### Routed metal, one colour a layer

The bar under the picture is 50 µm long. Only two layers are drawn.
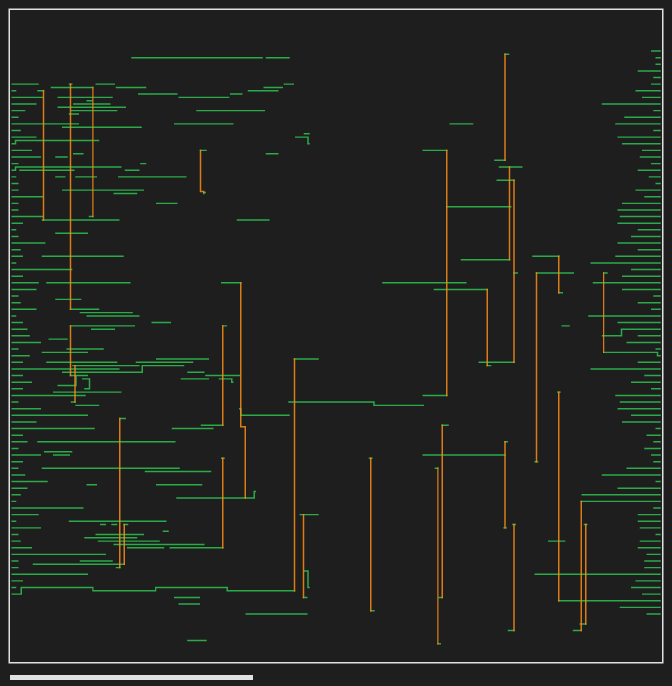
### Zoomed window

The bar under the picture is 5 µm long. Window x 90 to 110, y 90 to 110 µm. Cells in grey, sequential cells in the stronger grey; small squares are vias.
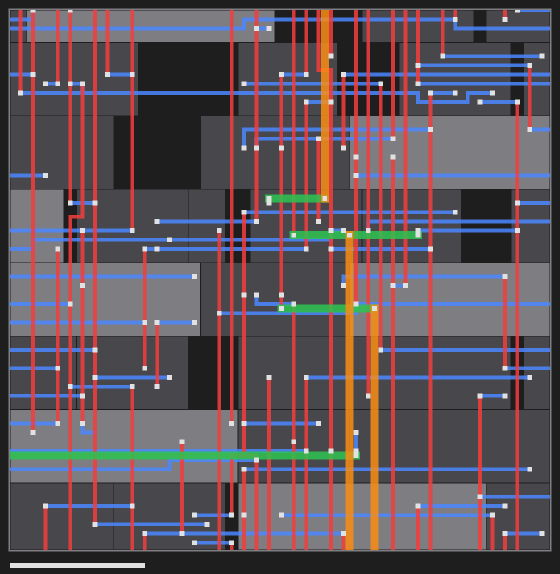
### Routing congestion

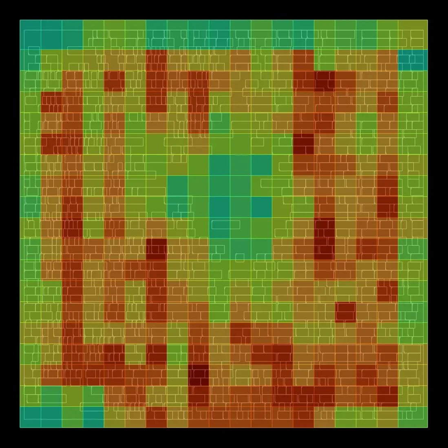
**src/rtl/mem_arb_pkg.sv**
```systemverilog
// Shared types and constants for the single-port RAM arbiter.
//   arb_state_t : issue-slot FSM state
//   arb_owner_t : requester that owns the outstanding read
//   MEM_BE_ALL  : full-word byte enable used for fetches and loads
//   LAT_W       : width of the read-latency counter (RD_LAT up to 4)
package mem_arb_pkg;

  typedef enum logic {
    ARB_IDLE    = 1'b0,
    ARB_RD_WAIT = 1'b1
  } arb_state_t;

  typedef enum logic {
    OWN_IF = 1'b0,
    OWN_LS = 1'b1
  } arb_owner_t;

  localparam logic [3:0] MEM_BE_ALL = 4'b1111;

  localparam int unsigned LAT_W = 3;

endpackage : mem_arb_pkg

```
**src/rtl/mem_port_arb.sv**
```systemverilog
// Shares one single-port RAM between instruction fetch (IF) and load/store (LS).
// Arbitrates the issue slot (LS wins ties), sequences fixed-latency reads,
// routes read data back to the owner, and stalls ctrl while LS is waiting.
//
// Ports
//   clk, rst                      clock, asynchronous active-low reset
//   if_req/if_addr                IF fetch request, held until if_gnt
//   if_gnt/if_rvalid/if_rdata     IF grant pulse, read-data pulse and data
//   ls_req/ls_we/ls_be/ls_addr/ls_wdata   LS request and payload, held until ls_gnt
//   ls_gnt/ls_rvalid/ls_rdata     LS grant pulse, load-data pulse and data
//   mem_en/mem_we/mem_be/mem_addr/mem_wdata   RAM command (driven in the issue cycle)
//   mem_rdata                     RAM read data, valid RD_LAT cycles after issue
//   stall                         LS pending and not granted, or LS load outstanding
//
// Build option: define MEM_ARB_STARVE_GUARD_EN to hand the slot to a waiting IF
// after STARVE_MAX consecutive LS grants; otherwise LS priority is strict.
module mem_port_arb
  import mem_arb_pkg::*;
#(
  parameter int unsigned ADDR_W     = 32,
  parameter int unsigned DATA_W     = 32,
  parameter int unsigned RD_LAT     = 1,
  parameter int unsigned STARVE_MAX = 4
) (
  input  logic              clk,
  input  logic              rst,
  input  logic              if_req,
  input  logic [ADDR_W-1:0] if_addr,
  output logic              if_gnt,
  output logic              if_rvalid,
  output logic [DATA_W-1:0] if_rdata,
  input  logic              ls_req,
  input  logic              ls_we,
  input  logic [3:0]        ls_be,
  input  logic [ADDR_W-1:0] ls_addr,
  input  logic [DATA_W-1:0] ls_wdata,
  output logic              ls_gnt,
  output logic              ls_rvalid,
  output logic [DATA_W-1:0] ls_rdata,
  output logic              mem_en,
  output logic              mem_we,
  output logic [3:0]        mem_be,
  output logic [ADDR_W-1:0] mem_addr,
  output logic [DATA_W-1:0] mem_wdata,
  input  logic [DATA_W-1:0] mem_rdata,
  output logic              stall
);

  arb_state_t        state_q, state_d;
  arb_owner_t        owner_q, owner_d;
  logic [LAT_W-1:0]  lat_q, lat_d;
  logic [ADDR_W-1:0] addr_q, addr_d;
  logic [DATA_W-1:0] wdata_q, wdata_d;
  logic [DATA_W-1:0] if_rdata_q, if_rdata_d;
  logic [DATA_W-1:0] ls_rdata_q, ls_rdata_d;

  logic rd_done;
  logic slot_open;
  logic ls_issue;
  logic if_issue;
  logic starve_block;

`ifdef MEM_ARB_STARVE_GUARD_EN
  localparam int unsigned ST_W = ($clog2(STARVE_MAX + 1) > 3) ? $clog2(STARVE_MAX + 1) : 3;

  logic [ST_W-1:0] starve_q, starve_d;

  // IF takes the slot once LS has won STARVE_MAX times in a row while IF waited
  assign starve_block = if_req && (starve_q >= ST_W'(STARVE_MAX));

  always_comb begin
    starve_d = starve_q;
    if (!if_req || if_issue) begin
      starve_d = '0;
    end else if (ls_issue) begin
      starve_d = starve_q + ST_W'(1);
    end
  end
`else
  assign starve_block = 1'b0;

  logic unused_starve_max;
  assign unused_starve_max = ^32'(STARVE_MAX);
`endif

  // State, owner, latency counter and held data registers
  always_ff @(posedge clk or negedge rst) begin
    if (!rst) begin
      state_q    <= ARB_IDLE;
      owner_q    <= OWN_IF;
      lat_q      <= '0;
      addr_q     <= '0;
      wdata_q    <= '0;
      if_rdata_q <= '0;
      ls_rdata_q <= '0;
`ifdef MEM_ARB_STARVE_GUARD_EN
      starve_q   <= '0;
`endif
    end else begin
      state_q    <= state_d;
      owner_q    <= owner_d;
      lat_q      <= lat_d;
      addr_q     <= addr_d;
      wdata_q    <= wdata_d;
      if_rdata_q <= if_rdata_d;
      ls_rdata_q <= ls_rdata_d;
`ifdef MEM_ARB_STARVE_GUARD_EN
      starve_q   <= starve_d;
`endif
    end
  end

  // Next-state: slot arbitration and read sequencing
  always_comb begin
    state_d    = state_q;
    owner_d    = owner_q;
    lat_d      = lat_q;
    addr_d     = addr_q;
    wdata_d    = wdata_q;
    if_rdata_d = if_rdata_q;
    ls_rdata_d = ls_rdata_q;

    // The data-return cycle doubles as the next issue slot
    rd_done   = (state_q == ARB_RD_WAIT) && (lat_q == LAT_W'(RD_LAT));
    slot_open = (state_q == ARB_IDLE) || rd_done;
    ls_issue  = slot_open && ls_req && !starve_block;
    if_issue  = slot_open && if_req && !ls_issue;

    if (rd_done) begin
      state_d = ARB_IDLE;
      if (owner_q == OWN_LS) begin
        ls_rdata_d = mem_rdata;
      end else begin
        if_rdata_d = mem_rdata;
      end
    end else if (state_q == ARB_RD_WAIT) begin
      lat_d = lat_q + LAT_W'(1);
    end

    if (ls_issue) begin
      addr_d  = ls_addr;
      wdata_d = ls_wdata;
      // Stores finish at grant; only loads open a read window
      if (!ls_we) begin
        state_d = ARB_RD_WAIT;
        owner_d = OWN_LS;
        lat_d   = LAT_W'(1);
      end
    end else if (if_issue) begin
      addr_d  = if_addr;
      state_d = ARB_RD_WAIT;
      owner_d = OWN_IF;
      lat_d   = LAT_W'(1);
    end
  end

  // Output routing; everything is forced quiet while rst is low
  always_comb begin
    if_gnt    = rst && if_issue;
    ls_gnt    = rst && ls_issue;
    if_rvalid = rst && rd_done && (owner_q == OWN_IF);
    ls_rvalid = rst && rd_done && (owner_q == OWN_LS);

    mem_en    = if_gnt || ls_gnt;
    mem_we    = ls_gnt && ls_we;
    mem_be    = '0;
    mem_addr  = addr_q;
    mem_wdata = wdata_q;
    if (ls_gnt) begin
      mem_be    = ls_we ? ls_be : MEM_BE_ALL;
      mem_addr  = ls_addr;
      mem_wdata = ls_wdata;
    end else if (if_gnt) begin
      mem_be    = MEM_BE_ALL;
      mem_addr  = if_addr;
    end

    if_rdata = if_rvalid ? mem_rdata : if_rdata_q;
    ls_rdata = ls_rvalid ? mem_rdata : ls_rdata_q;

    stall = rst && ((ls_req && !ls_issue) ||
                    ((owner_q == OWN_LS) && (state_q == ARB_RD_WAIT) && !rd_done));
  end

endmodule : mem_port_arb

```
**config.mk**
```make
export PLATFORM = sky130hd
export DESIGN_NAME = mem_port_arb
export DESIGN_NICKNAME = d
export VERILOG_FILES = /design/src/rtl/mem_arb_pkg.sv /design/src/rtl/mem_port_arb.sv
export SDC_FILE = /design/constraint.sdc
export NUM_CORES = 1
export LEC_CHECK = 0
export CAP_MARGIN = 20
export CORE_UTILIZATION = 46
export CTS_CLUSTER_DIAMETER = 40
export DETAILED_ROUTE_END_ITERATION = 6
export PLACE_DENSITY = 0.9
export SLEW_MARGIN = 10
export SYNTH_ARGS = -nofsm -noshare
export SYNTH_HDL_FRONTEND = slang
export SYNTH_SLANG_ARGS = --single-unit
export TNS_END_PERCENT = 10
```
**constraint.sdc**
```tcl
create_clock -name clk -period 3.2 [get_ports clk]
set_input_delay 0.96 -clock clk [delete_from_list [all_inputs] [get_ports clk]]
set_output_delay 0.96 -clock clk [all_outputs]
set_load 0.005 [all_outputs]
```
==> flow_summary_export.csv <==
group,metric,value,unit
global_routing,grt_first_pass_wirelength,42100,µm
global_routing,grt_use_met3,0.0548,
pwr,pwr-share-seq,0.272,
place,dp_hpwl,17100,µm
yosys,common_cells,"135 x mux2_2, 133 x dfrtp_1, 101 x inv_1, 68 x nand2_1, 32 x o211ai_1",
pwr,max-vdd-ir-drop,0.567,mV
critical_path,worst_path_max_delay_cell,"dfrtp_1",
final_layout,clk_share,0.0479,
yosys,yosys_area,8000,µm²
timing,fmaxAchievable,298,MHz
critical_path,crit_fanout,5,
pwr,power.leakage,5.88,nW
outcome,violations,"setup timing",
place,portBuffers,275,
yosys,xor_share,0,
yosys,syn_area,8000,µm²
drt,met3_length,1900,µm
pwr,powerSeq,3.14,mW
critical_path,required,2.24,ns
critical_path,crit_type,"register to output pin",
timing,worst_slack,-0.155,ns
final_layout,flop-count,133,
timing,max_slew_margin,0.347,
final_layout,diodes,0,
critical_path,cp.arrival,2.40,ns
clocking,cts_buffer_depth,2,
critical_path,reg2reg_depth,9,
critical_path,critPathMaxStageDelay,0.39,ns
floorplan,taps,220,
yosys,area_leaders,"dfrtp_1 42%, mux2_2 19%, mux2_4 5.4%",
timing,period_minus_slack,3.36,ns
pwr,power.group.top,"combinational logic",
place,dp_slack,-0.767,ns
pwr,powerDensity,931,nW/µm²
global_routing,grt_antenna_before_repair,0,
critical_path,endpoint_kind,"output pin",
timing,rsz0062_at_grt,"true",
critical_path,r2r_end,"ls_rdata_q[30]",
critical_path,crit_end,"if_rdata[2]",
yosys,synth_warnings,0,
final_layout,final_nets,1244,
final_layout,nonClkBufAreaFrac,0.297,
clocking,clockRootBuffer,"clkbuf_16",
place,dp.cells,1265,
pwr,combinationalPower,6.43,mW
place,place.gp.congestion,0.861,
yosys,synth-compound-area-share,0.105,
floorplan,io-pin-count,276,
yosys,synthTopLogicFamily,"multiplexers",
drt,num_vias,7564,
critical_path,critPathBufInv,6,
yosys,ys_sh_adder,0.00313,
clocking,cts_setup_buffers,31,
pwr,swShare,0.353,
global_routing,grtUsageTotal,0.300,
place,dpl_cell_area,11400,µm²
pwr,pwr-share-comb,0.557,
clocking,cts.sinks,133,
yosys,edf_count,0,
floorplan,fp_util,0.477,
drt,drc,0,
timing,hold_violations,0,
final_layout,sh_seq_area,0.268,
critical_path,path_depth,10,
yosys,synthDistinctLibCells,42,
pwr,p_switching,4.07,mW
floorplan,row_count,47,
critical_path,reg2reg_slack,0.94,ns
final_layout,area_delta_synth_final,55.1,%
yosys,simple_gate_area_frac,0.103,
final_layout,final-seq-area,3330,µm²
outcome,status,"complete, but fails checks",
critical_path,start_kind,"register",
clocking,cts_tree,"done",
timing,setup_viol,64,
run,tool_warnings,29,
final_layout,final_cell_area,12400,µm²
floorplan,die-area,17900,µm²
yosys,top_cell_area_share,0.416,
timing,holdWs,0.487,ns
clocking,ctsResizeCount,494,
drt,viasPerCell,5.65,
yosys,async_reset_ff_frac,1.00,
critical_path,crit_start,"lat_q[1]",
clocking,ctsHoldBuffers,0,
global_routing,grt_max_degree,77,
drt,wl_met2,13600,µm
pwr,report.power.total,11.5,mW
floorplan,die_x,134,µm
yosys,mux_share,0.285,
drt,drt-pass1-iter-count,7,
drt,highest_layer,"met4",
timing,post-route-period-util,1.05,
pwr,p_clk,1.98,mW
final_layout,final_cells,1338,
floorplan,fp.coreArea,16800,µm²
final_layout,comb-cell-share,0.334,
final_layout,most-common-layout-cells,"134 x clkdlybuf4s50_1, 132 x dfrtp_1, 130 x mux2_2, 100 x inv_1, 78 x buf_4",
critical_path,cp_top_family,"buffers and inverters",
drt,initialDrtViolationCount,420,
clocking,path_clk_slew,0.06,ns
yosys,avgSynthCellArea,10.6,µm²
drt,wl_met1,10400,µm
yosys,synth-main-ff-cell,"dfrtp_1",
final_layout,layout-drive-gt1-share,0.431,
yosys,yosysSeqAreaShare,0.416,
final_layout,inv_count,102,
timing,worstMarginPinSlew,0.980,ns
timing,fin_skew,0.0117,ns
drt,ant_nets,0,
yosys,top_area_cell,"dfrtp_1",
final_layout,largestClassByArea,"combinational gates",
final_layout,nFillCells,1099,
global_routing,grt_pass1_vias,7784,
drt,routedWlPerCell,20.0,µm
yosys,syn-num-nets,891,
pwr,p_int,7.48,mW
global_routing,grt_overflow,0,
Back to the opening pictures, 'Routed metal, one colour a layer':
legend:
  M4:
    colour: orange
    wire_length: 752 µm
  M3:
    colour: green
    wire_length: 1,900 µm

Back to the opening pictures, 'Zoomed window':
legend:
  M3:
    colour: green
  M4:
    colour: orange
  M2:
    colour: red
  M1:
    colour: blue
cells with their middle in the window: 20
sequential cells in the window: 5
most frequent: mux2_2 (7), dfrtp_1 (5), mux2_4 (3)
netlist names of flops here include: if_rdata_q (3), ls_rdata_q (2)

Back to the opening pictures, 'Routing congestion':
GR Util met1: 0.363
most used routing layer: met2
GR Layer Usage met2: 0.526

Power is estimated from default activity; no workload was simulated.
